**config.mk**
```make
export PLATFORM = sky130hd
export DESIGN_NAME = ram_arbiter
export DESIGN_NICKNAME = d
export VERILOG_FILES = /design/src/rtl/ram_arbiter_pkg.sv /design/src/rtl/arb_stats.sv /design/src/rtl/ram_arbiter.sv
export SDC_FILE = /design/constraint.sdc
export NUM_CORES = 1
export LEC_CHECK = 0
export CAP_MARGIN = 20
export CORE_UTILIZATION = 37
export DETAILED_ROUTE_END_ITERATION = 12
export GPL_ROUTABILITY_DRIVEN = 0
export PLACE_DENSITY = 0.85
export SETUP_SLACK_MARGIN = 0.4
export SYNTH_ARGS = -nofsm -noshare
export SYNTH_HDL_FRONTEND = slang
export SYNTH_HIERARCHICAL = 1
export SYNTH_SLANG_ARGS = --single-unit
```
**constraint.sdc**
```tcl
create_clock -name clk -period 2.74 [get_ports clk]
set_input_delay 0.548 -clock clk [delete_from_list [all_inputs] [get_ports clk]]
set_output_delay 0.548 -clock clk [all_outputs]
set_load 0.01 [all_outputs]
```
**src/rtl/ram_arbiter_pkg.sv**
```systemverilog
// Shared RAM types for the fetch/data arbiter.
// Enum of arbiter states plus an alignment helper.
package ram_arbiter_pkg;

  localparam int WORD_SIZE = 32;
  localparam int WORD_ADDRESS_SIZE = 6;

  typedef logic [WORD_SIZE-1:0] Word;
  typedef logic [WORD_ADDRESS_SIZE+1:0] RamAddress;

  typedef enum logic {
    INIT = 1'b0,
    RUN  = 1'b1
  } ArbState;

  function automatic logic misaligned(
    input RamAddress a
  );
    return a[1:0] != 2'b00;
  endfunction

endpackage

```
**src/rtl/arb_stats.sv**
```systemverilog
// Grant and conflict counters for the RAM arbiter.
// Free-running 32-bit counters that wrap.
module arb_stats (
  input  logic        clk,
  input  logic        reset,
  input  logic        inc_f,
  input  logic        inc_d,
  input  logic        inc_c,
  output logic [31:0] stat_f_grants,
  output logic [31:0] stat_d_grants,
  output logic [31:0] stat_conflicts
);

  // Count fetch grants, data grants and contended cycles
  always_ff @(posedge clk or negedge reset) begin
    if (!reset) begin
      stat_f_grants  <= '0;
      stat_d_grants  <= '0;
      stat_conflicts <= '0;
    end else begin
      if (inc_f) stat_f_grants <= stat_f_grants + 32'd1;
      if (inc_d) stat_d_grants <= stat_d_grants + 32'd1;
      if (inc_c) stat_conflicts <= stat_conflicts + 32'd1;
    end
  end

endmodule

```
**src/rtl/ram_arbiter.sv**
```systemverilog
// Fetch/data arbiter for the shared single-port RAM.
// Optional counters under ARB_STATS_EN.
module ram_arbiter
  import ram_arbiter_pkg::*;
#(
  parameter int STARVE_LIMIT = 4
) (
  input  logic      clk,
  input  logic      reset,
  input  logic      f_valid,
  input  RamAddress f_addr,
  input  logic      f_flush,
  output logic      f_ready,
  output logic      f_rvalid,
  output Word       f_rdata,
  output logic      f_err,
  input  logic      d_valid,
  input  logic      d_we,
  input  RamAddress d_addr,
  input  Word       d_wdata,
  output logic      d_ready,
  output logic      d_rvalid,
  output Word       d_rdata,
  output logic      d_err,
  output logic      ram_reset,
  output logic      ram_we,
  output RamAddress ram_addr,
  output Word       ram_wdata,
  input  Word       ram_rdata
`ifdef ARB_STATS_EN
  ,
  output logic [31:0] stat_f_grants,
  output logic [31:0] stat_d_grants,
  output logic [31:0] stat_conflicts
`endif
);

  localparam int CW = $clog2(STARVE_LIMIT + 1);
  localparam logic [CW-1:0] LIMIT = CW'(STARVE_LIMIT);

  ArbState state;
  logic [CW-1:0] starve_cnt;
  logic run;
  logic fetch_ok;
  logic grant_f;
  logic grant_d;
  logic f_mis;
  logic d_mis;

  assign run      = state == RUN;
  assign fetch_ok = f_valid && !f_flush;
  assign grant_f  = run && fetch_ok &&
                    (!d_valid || starve_cnt == LIMIT);
  assign grant_d  = run && d_valid && !grant_f;
  assign f_mis    = misaligned(f_addr);
  assign d_mis    = misaligned(d_addr);

  assign f_ready   = grant_f;
  assign d_ready   = grant_d;
  assign ram_reset = !run;
  assign ram_addr  = grant_f ? f_addr : d_addr;
  assign ram_wdata = d_wdata;
  assign ram_we    = grant_d && d_we && !d_mis;

  // INIT lasts one clock after reset so the RAM clear lands
  always_ff @(posedge clk or negedge reset) begin
    if (!reset) begin
      state <= INIT;
    end else begin
      unique case (state)
        INIT: state <= RUN;
        RUN:  state <= RUN;
      endcase
    end
  end

  // Count consecutive cycles fetch loses to data
  always_ff @(posedge clk or negedge reset) begin
    if (!reset) begin
      starve_cnt <= '0;
    end else if (grant_f || f_flush || !f_valid) begin
      starve_cnt <= '0;
    end else if (fetch_ok && grant_d && starve_cnt != LIMIT) begin
      starve_cnt <= starve_cnt + 1'b1;
    end
  end

  // Register read responses one cycle after acceptance
  always_ff @(posedge clk or negedge reset) begin
    if (!reset) begin
      f_rvalid <= 1'b0;
      f_rdata  <= '0;
      f_err    <= 1'b0;
      d_rvalid <= 1'b0;
      d_rdata  <= '0;
      d_err    <= 1'b0;
    end else begin
      f_rvalid <= grant_f;
      f_err    <= grant_f && f_mis;
      f_rdata  <= (grant_f && !f_mis) ? ram_rdata : '0;
      d_rvalid <= grant_d;
      d_err    <= grant_d && d_mis;
      d_rdata  <= (grant_d && !d_we && !d_mis) ? ram_rdata : '0;
    end
  end

`ifdef ARB_STATS_EN
  arb_stats u_stats (
    .clk           (clk),
    .reset         (reset),
    .inc_f         (grant_f),
    .inc_d         (grant_d),
    .inc_c         (run && fetch_ok && d_valid),
    .stat_f_grants (stat_f_grants),
    .stat_d_grants (stat_d_grants),
    .stat_conflicts(stat_conflicts)
  );
`endif

endmodule

```
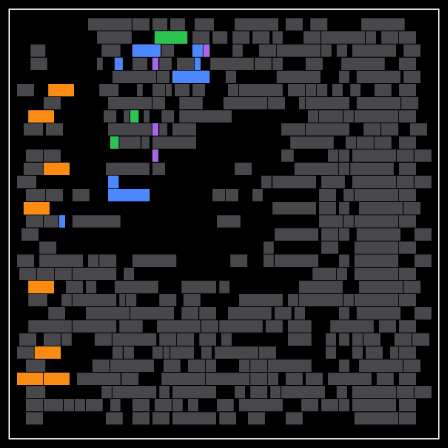
Fig. 1. Gate-type map.
[green] inverting AOI/OAI gates | cells: 3 | most used: a21oi_1
[purple] inverters | cells: 4 | most used: inv_2
[blue] NOR gates | cells: 8
[orange] multiplexers | cells: 8 | most used: mux2_4

==> CHANGELOG.md <==
### Changed

- R2R Path Start: starve_cnt[1]$_DFFE_PN0P_
- Ys flop type: dfrtp_1
- Log Warnings: 29
- Status: completed
- Ports: 198
- Yosys simple share: 0.195
- CTS H-tree depth: 3
- Clock transition at path regs: 0.07 ns
- Yosys warning total: 6
- Die area: 7860 um^2
- Xor/xnor share: 0.00315
- Met1 WL: 2.24 mm
- Drt first pass iters: 2
- FF-to-FF path depth: 9
- Final TNS setup: 0 ns
- Met3 WL post-DR: 745 um
- Filler cell count: 591
- TritonCTS Buffers: 9
- Slowest CP cell: dfrtp_1
- Final Hold Viols: 0
- CP dominant cell by count: buf_6
- Congestion Overflow GR: 0
- CTS tree: built
- Skew final: 0.00771 ns
- GR Util met3: 0.0858
- Share of layout cells above drive strength 1: 0.169
- Min-Delay Path Class: input port to asynchronous set/reset pin
- Critical Path Sink Type: primary output
- Slew Limit Headroom: 0.566
- Period utilisation layout: 0.870
- Crit Path Category: flip-flop to primary output
- MaxCap Viol Count: 0
- Routed wl met2: 3.92 mm
- Vias/cell: 4.30
- YS chip area: 2780 um^2
- Min Hold Slack: 0.242 ns
- Root Driver: clkbuf_8
- Largest net degree at the start of global routing: 45
- WP data required: 2.19 ns
- Area growth, synth to finish: 58.1%
- Comb area: 749 um^2
- Startpoint Class: flip-flop
- Post-Syn Area per Cell: 13.2 um^2
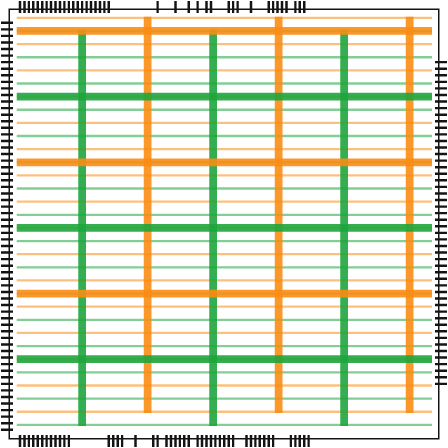
Fig. 2. Power grid.
Pins as bars on the die edge.
[green] VSS
[orange] VDD
met5 straps: 6
signal pins: 198
met1 rails: 32
core area: 7250 um^2
die height: 88.7 um
Die X-Extent: 88.7 um

[metrics by stage]
stage | std cells | instance area, um^2
CTS | 435 | 4380
detailed placement | 412 | 4040
finish | 437 | 4390
global placement | 412 | 4040
floorplan | 211 | 2780
global route | 437 | 4390
[sequential cells by signal (all words and copies together), names as in the netlist]
register    flops
f_rdata        32
f_err           1
starve_cnt      3
d_rvalid        1
f_rvalid        1
d_rdata        32
run             1
d_err           1
[what timing repair did]
action / CTS / global route
gates resized: 66 / 0
setup buffers: 6 / 2
setup endpoints to repair: 11 / 8
pin swaps: 3 / 0
gates cloned: 1 / 0
[worst max-delay path: cells and delay by family, from the launching register on]
kind | cells | cell delay, ns
compound gates | 1 | 0.06
mux | 1 | 0.31
buf+inv | 4 | 0.44
fa+ha+maj | 1 | 0.15
flops | 1 | 0.40
simple gates | 1 | 0.16
[layout make-up]
class / count / area share
multi-input combinational: 97 / 0.171
clock buffer: 14 / 0.0370
sequential: 72 / 0.410
inverter: 4 / 0.00342
timing repair buffer: 149 / 0.342
clock inverter: 2 / 0.00854
tap: 99 / 0.0282
[synthesized netlist by cell type, drive strengths merged (2+ instances only)]
cell,number,area share
a21oi,2,0.0036
and2,65,0.15
buf,32,0.086
clkbuf,6,0.011
dfrtp,72,0.65
ha,2,0.0090
inv,4,0.0054
mux2,8,0.032
nand2,4,0.0054
nand3,2,0.0036
nor2,2,0.0027
nor3,2,0.0077
nor4,3,0.012
[power breakdown]
group | switching, mW | leakage (nW) | internal [mW] | total (mW)
Clock | 0.349 | 0.0969 | 0.472 | 0.821
Sequential | 0.00418 | 0.998 | 1.07 | 1.08
Combinational | 0.0792 | 0.951 | 0.132 | 0.211
No activity file was given, so power comes from the tool's default toggle rates.
